--- src/rtl/uart_rx_if.sv ---
// Handshake bundle between a UART line/config driver and the oversampling receiver.
interface uart_rx_if #(
  parameter int unsigned DATA_WIDTH = 8,
  parameter int unsigned PRESCALE_W = 5
);
  logic                  rx_in;
  logic                  par_en;
  logic                  par_typ;
  logic [PRESCALE_W-1:0] prescale;
  logic [DATA_WIDTH-1:0] p_data;
  logic                  data_valid;
  logic                  strt_glitch;
  logic                  par_err;
  logic                  stp_err;

  modport master (
    output rx_in, par_en, par_typ, prescale,
    input  p_data, data_valid, strt_glitch, par_err, stp_err
  );

  modport slave (
    input  rx_in, par_en, par_typ, prescale,
    output p_data, data_valid, strt_glitch, par_err, stp_err
  );
endinterface

--- src/rtl/uart_rx_top.sv ---
// Oversampling UART receiver: start, DATA_WIDTH data bits LSB-first, optional parity, stop.
// Optional 2-flop input synchronizer enabled by defining UART_RX_SYNC_EN.
module uart_rx_top #(
  parameter int unsigned DATA_WIDTH = 8,
  parameter int unsigned PRESCALE_W = 5
) (
  input logic     clk,
  input logic     rst,
  uart_rx_if.slave uart
);

  localparam int unsigned BitCntW = $clog2(DATA_WIDTH + 1);
  localparam logic [PRESCALE_W:0] ExtOne = (PRESCALE_W + 1)'(1);

  typedef enum logic [2:0] {StIdle, StStart, StData, StParity, StStop, StOut} state_e;

  state_e                state_q, state_d;
  logic [PRESCALE_W-1:0] edge_cnt_q, edge_cnt_d;
  logic [BitCntW-1:0]    bit_cnt_q, bit_cnt_d;
  logic [DATA_WIDTH-1:0] data_q, data_d;
  logic [DATA_WIDTH-1:0] p_data_q, p_data_d;
  logic [2:0]            samp_q;
  logic                  par_en_q, par_typ_q;
  logic [PRESCALE_W-1:0] prescale_q;

  logic                  rx;
  logic [PRESCALE_W:0]   half, cnt_ext;
  logic                  bit_smp, bit_end, par_exp;
  logic                  data_valid, strt_glitch, par_err, stp_err;

`ifdef UART_RX_SYNC_EN
  logic [1:0] sync_q;
  always_ff @(posedge clk) begin
    if (rst) begin
      sync_q <= 2'b11;
    end else begin
      sync_q <= {sync_q[0], uart.rx_in};
    end
  end
  assign rx = sync_q[1];
`else
  assign rx = uart.rx_in;
`endif

  assign half    = ({1'b0, prescale_q} + ExtOne) >> 1;
  assign cnt_ext = {1'b0, edge_cnt_q};
  assign bit_smp = (samp_q[0] & samp_q[1]) | (samp_q[0] & samp_q[2]) | (samp_q[1] & samp_q[2]);
  assign bit_end = (edge_cnt_q == prescale_q);
  assign par_exp = par_typ_q ? ~^data_q : ^data_q;

  always_ff @(posedge clk) begin
    if (rst) begin
      state_q    <= StIdle;
      edge_cnt_q <= '0;
      bit_cnt_q  <= '0;
      data_q     <= '0;
      p_data_q   <= '0;
      samp_q     <= '0;
      par_en_q   <= 1'b0;
      par_typ_q  <= 1'b0;
      prescale_q <= '0;
    end else begin
      state_q    <= state_d;
      edge_cnt_q <= edge_cnt_d;
      bit_cnt_q  <= bit_cnt_d;
      data_q     <= data_d;
      p_data_q   <= p_data_d;
      // Config is frozen for the whole frame once we leave idle
      if (state_q == StIdle) begin
        par_en_q   <= uart.par_en;
        par_typ_q  <= uart.par_typ;
        prescale_q <= uart.prescale;
      end
      if (state_q != StIdle) begin
        if (cnt_ext == half - ExtOne) samp_q[0] <= rx;
        if (cnt_ext == half)          samp_q[1] <= rx;
        if (cnt_ext == half + ExtOne) samp_q[2] <= rx;
      end
    end
  end

  always_comb begin
    state_d     = state_q;
    edge_cnt_d  = edge_cnt_q;
    bit_cnt_d   = bit_cnt_q;
    data_d      = data_q;
    p_data_d    = p_data_q;
    data_valid  = 1'b0;
    strt_glitch = 1'b0;
    par_err     = 1'b0;
    stp_err     = 1'b0;

    if (state_q != StIdle && state_q != StOut) begin
      edge_cnt_d = bit_end ? '0 : edge_cnt_q + PRESCALE_W'(1);
    end

    unique case (state_q)
      StIdle: begin
        edge_cnt_d = '0;
        bit_cnt_d  = '0;
        if (!rx) state_d = StStart;
      end
      StStart: begin
        if (bit_end) begin
          if (bit_smp) begin
            strt_glitch = 1'b1;
            state_d     = StIdle;
          end else begin
            bit_cnt_d = '0;
            state_d   = StData;
          end
        end
      end
      StData: begin
        if (bit_end) begin
          // Shift right so the first received bit lands in the LSB after DATA_WIDTH bits
          data_d = {bit_smp, data_q[DATA_WIDTH-1:1]};
          if (bit_cnt_q == BitCntW'(DATA_WIDTH - 1)) begin
            bit_cnt_d = '0;
            state_d   = par_en_q ? StParity : StStop;
          end else begin
            bit_cnt_d = bit_cnt_q + BitCntW'(1);
          end
        end
      end
      StParity: begin
        if (bit_end) begin
          if (bit_smp != par_exp) begin
            par_err = 1'b1;
            state_d = StIdle;
          end else begin
            state_d = StStop;
          end
        end
      end
      StStop: begin
        if (bit_end) begin
          if (!bit_smp) begin
            stp_err = 1'b1;
            state_d = StIdle;
          end else begin
            p_data_d = data_q;
            state_d  = StOut;
          end
        end
      end
      StOut: begin
        data_valid = 1'b1;
        edge_cnt_d = '0;
        state_d    = rx ? StIdle : StStart;
      end
      default: state_d = StIdle;
    endcase
  end

  assign uart.p_data      = p_data_q;
  assign uart.data_valid  = data_valid;
  assign uart.strt_glitch = strt_glitch;
  assign uart.par_err     = par_err;
  assign uart.stp_err     = stp_err;

endmodule

--- src/flat_wrapper.sv ---
// flat-port wrapper written by rule: the top's interface ports become plain ports
module uart_rx_top_flat 
#(
  parameter int unsigned DATA_WIDTH = 8,
  parameter int unsigned PRESCALE_W = 5
)
  (clk, rst, uart_rx_in, uart_par_en, uart_par_typ, uart_prescale, uart_p_data, uart_data_valid, uart_strt_glitch, uart_par_err, uart_stp_err);
  uart_rx_if #(.DATA_WIDTH(DATA_WIDTH), .PRESCALE_W(PRESCALE_W)) uart_i ();
  input logic clk;
  input logic rst;
  input wire logic [$bits(uart_i.rx_in)-1:0] uart_rx_in;
  input wire logic [$bits(uart_i.par_en)-1:0] uart_par_en;
  input wire logic [$bits(uart_i.par_typ)-1:0] uart_par_typ;
  input wire logic [$bits(uart_i.prescale)-1:0] uart_prescale;
  output wire logic [$bits(uart_i.p_data)-1:0] uart_p_data;
  output wire logic [$bits(uart_i.data_valid)-1:0] uart_data_valid;
  output wire logic [$bits(uart_i.strt_glitch)-1:0] uart_strt_glitch;
  output wire logic [$bits(uart_i.par_err)-1:0] uart_par_err;
  output wire logic [$bits(uart_i.stp_err)-1:0] uart_stp_err;
  assign uart_i.rx_in = uart_rx_in;
  assign uart_i.par_en = uart_par_en;
  assign uart_i.par_typ = uart_par_typ;
  assign uart_i.prescale = uart_prescale;
  assign uart_p_data = uart_i.p_data;
  assign uart_data_valid = uart_i.data_valid;
  assign uart_strt_glitch = uart_i.strt_glitch;
  assign uart_par_err = uart_i.par_err;
  assign uart_stp_err = uart_i.stp_err;
  uart_rx_top #(.DATA_WIDTH(DATA_WIDTH), .PRESCALE_W(PRESCALE_W)) u_core (.clk(clk), .rst(rst), .uart(uart_i));
endmodule
--- config.mk ---
export PLATFORM = sky130hd
export DESIGN_NAME = uart_rx_top_flat
export DESIGN_NICKNAME = d
export VERILOG_FILES = /design/src/rtl/uart_rx_if.sv /design/src/rtl/uart_rx_top.sv /design/src/flat_wrapper.sv
export SDC_FILE = /design/constraint.sdc
export NUM_CORES = 1
export LEC_CHECK = 0
export ABC_AREA = 1
export CORE_MARGIN = 4
export CORE_UTILIZATION = 50
export DETAILED_ROUTE_END_ITERATION = 12
export HOLD_SLACK_MARGIN = 0.02
export PLACE_DENSITY = 0.75
export SLEW_MARGIN = 20
export SYNTH_ARGS = -nofsm -noshare
export SYNTH_HDL_FRONTEND = slang
export SYNTH_SLANG_ARGS = --single-unit
--- constraint.sdc ---
create_clock -name clk -period 1.8 [get_ports clk]
set_input_delay 0.54 -clock clk [delete_from_list [all_inputs] [get_ports clk]]
set_output_delay 0.54 -clock clk [all_outputs]
set_load 0.05 [all_outputs]
==> run notes <==
Item: results of the latest flow run.

- The run finished, with violations left.
- The final reports fail on setup timing.
- Per the gpl log, the routability congestion estimate is 0.9263.
- According to the CTS report, the clock sink count is 38.
- The layout report gives the multi-input gate share of total cell area as 44.71%.
- The start of the worst register-to-register path is u_core.prescale_q[1]$_SDFFE_PP0P_.
- STA lists the maximum fanout along the critical path as 3.
- The final setup violation count is 5.
- The synthesized-area fraction occupied by ao, oa, aoi and oai cells is 17.07%.
- For this run, the script counts the antenna cells in the layout as 0.
- The combinational cell area excluding buffers and inverters is 1518 sq um.
- The critical path goes through or2_4 -> nand2_2 -> nand2_1 -> nand2_2 -> nand3_4 -> a211oi_4 -> buf_12.
- After detailed routing, the met2 layer carries 3582 microns of wire.
- During I/O placement, the number of pins put on the boundary was 22.
- The net count after synthesis is 366.
- The critical path in the final layout is reported with a setup slack of -0.4438 ns.
- For this run, the register share of the synthesized area comes to 33.37%.
- The met3 demand-to-capacity share in global routing is 5.277%.
- Post-synth the commonest register cell is sky130_fd_sc_hd__dfxtp_1.
- The most numerous cell type found on the critical path is sky130_fd_sc_hd__nand2_2.
- The number of standard cells reported by yosys is 351.
- According to the floorplan report, the die height is 75.53 microns.
- The inverter count of the layout excluding clock inverters is 48.
- Per the run report, area growth between synthesis and finish was 48.90%.
- Setup repair after global routing could not meet its margin everywhere.
- In this run the maximum-capacitance check reported violations numbering 0.
- A synthesized cell averages 6.495 sq um.
- In this run the remaining antenna-violating nets after routing total 0.
- CTS placed an instance of sky130_fd_sc_hd__clkbuf_8 at the clock tree root.
- The number of antenna violations at the first check in global routing was 0.
- The post-synthesis adder-cell area fraction is 2.744%.
- For this run, the post-layout net count is 443.
- According to the floorplan report, the die width is 75.53 microns.
- The total number of tap cells is 52.
- The top routing layer in use is met4.
- The worst hold margin is 0.4674 ns.
- The number of max-slew violations in the final report is 0.
- The power report lists cell-internal power as 2.436 mW.
- By count the netlist is led by sky130_fd_sc_hd__nand2_1 (91), sky130_fd_sc_hd__inv_1 (45), sky130_fd_sc_hd__a21oi_1 (38), sky130_fd_sc_hd__dfxtp_1 (38).
- In the final timing run, aggregate negative setup slack is -1.303 ns.
[worst paths after layout]
check | end | slack [ns]
worst max-delay path | uart_par_err | -0.44
worst min-delay path | u_core.bit_cnt_q[3]$_SDFFE_PP0P_ | 0.47
worst max register to register | u_core.samp_q[0]$_SDFFE_PP0P_ | -0.24
worst min register to register | u_core.bit_cnt_q[3]$_SDFFE_PP0P_ | 0.47
[power by group through the flow]
stage / sequential, mW / clock, mW / combinational (mW)
global route: 1.13 / 0.743 / 2.76
detailed placement: 1.12 / 0 / 1.90
floorplan: 1.12 / 0 / 1.34
finish: 1.12 / 0.697 / 2.54
CTS: 1.10 / 0.697 / 2.12
global placement: 1.11 / 0 / 1.86
### Placement by cell class

Scale bar: 20 microns.
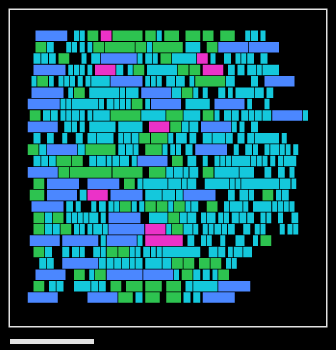
- remaining logic cells: cyan (cells 307; share of their area 51%)
- remaining buffers and delay cells: green (cells 76; share of their area 22%)
- sequential cells: blue (cells 38; share of their area 24%)
- clock drivers and dummy loads: magenta (cells 8; share of their area 3.3%)

### Track usage over the die

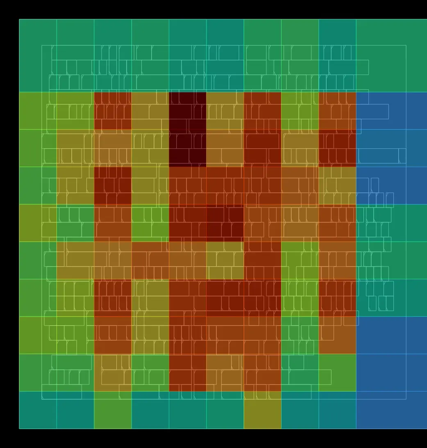
Final Util: 77.43%
global routing met2 resource utilization: 42.95%

### Register map, names as in the netlist

Scale bar: 20 microns. Other sequential cells in the stronger gray, the rest of the logic in the fainter gray.
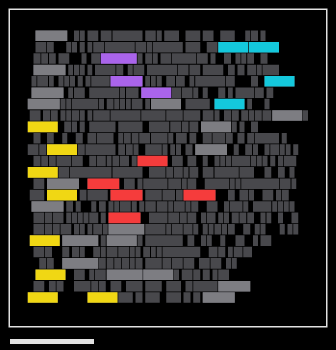
- u_core.bit_cnt_q: cyan (sequential cells 4; where north-east)
- u_core.state_q: purple (sequential cells 3)
- u_core.edge_cnt_q: red (sequential cells 5)
- u_core.uart.p_data: yellow (sequential cells 8)

### Routed clock nets over the placement

Scale bar: 20 microns.
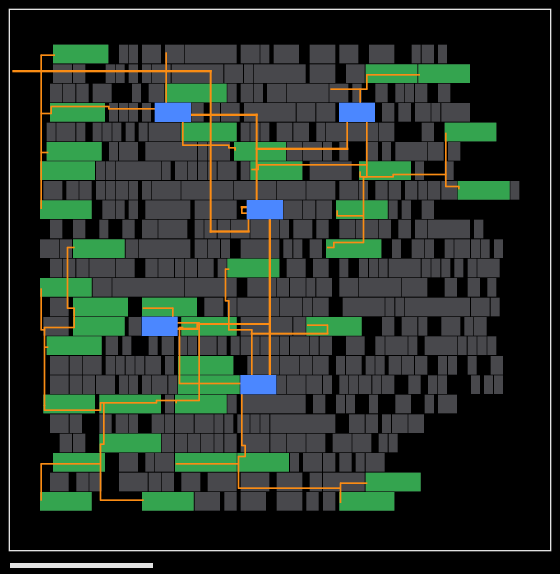
- flip-flops: green (count 38)
- clock-net drivers: blue (count 5)
- clock wires: orange (length 529 microns)
- routed clock nets: 6
clock distribution power: 697 uW
Setup Skew: 0.009295 ns
insertion delay to the later sink of the worst-skew pair: 0.30 ns

Power is estimated from default activity; no workload was simulated.
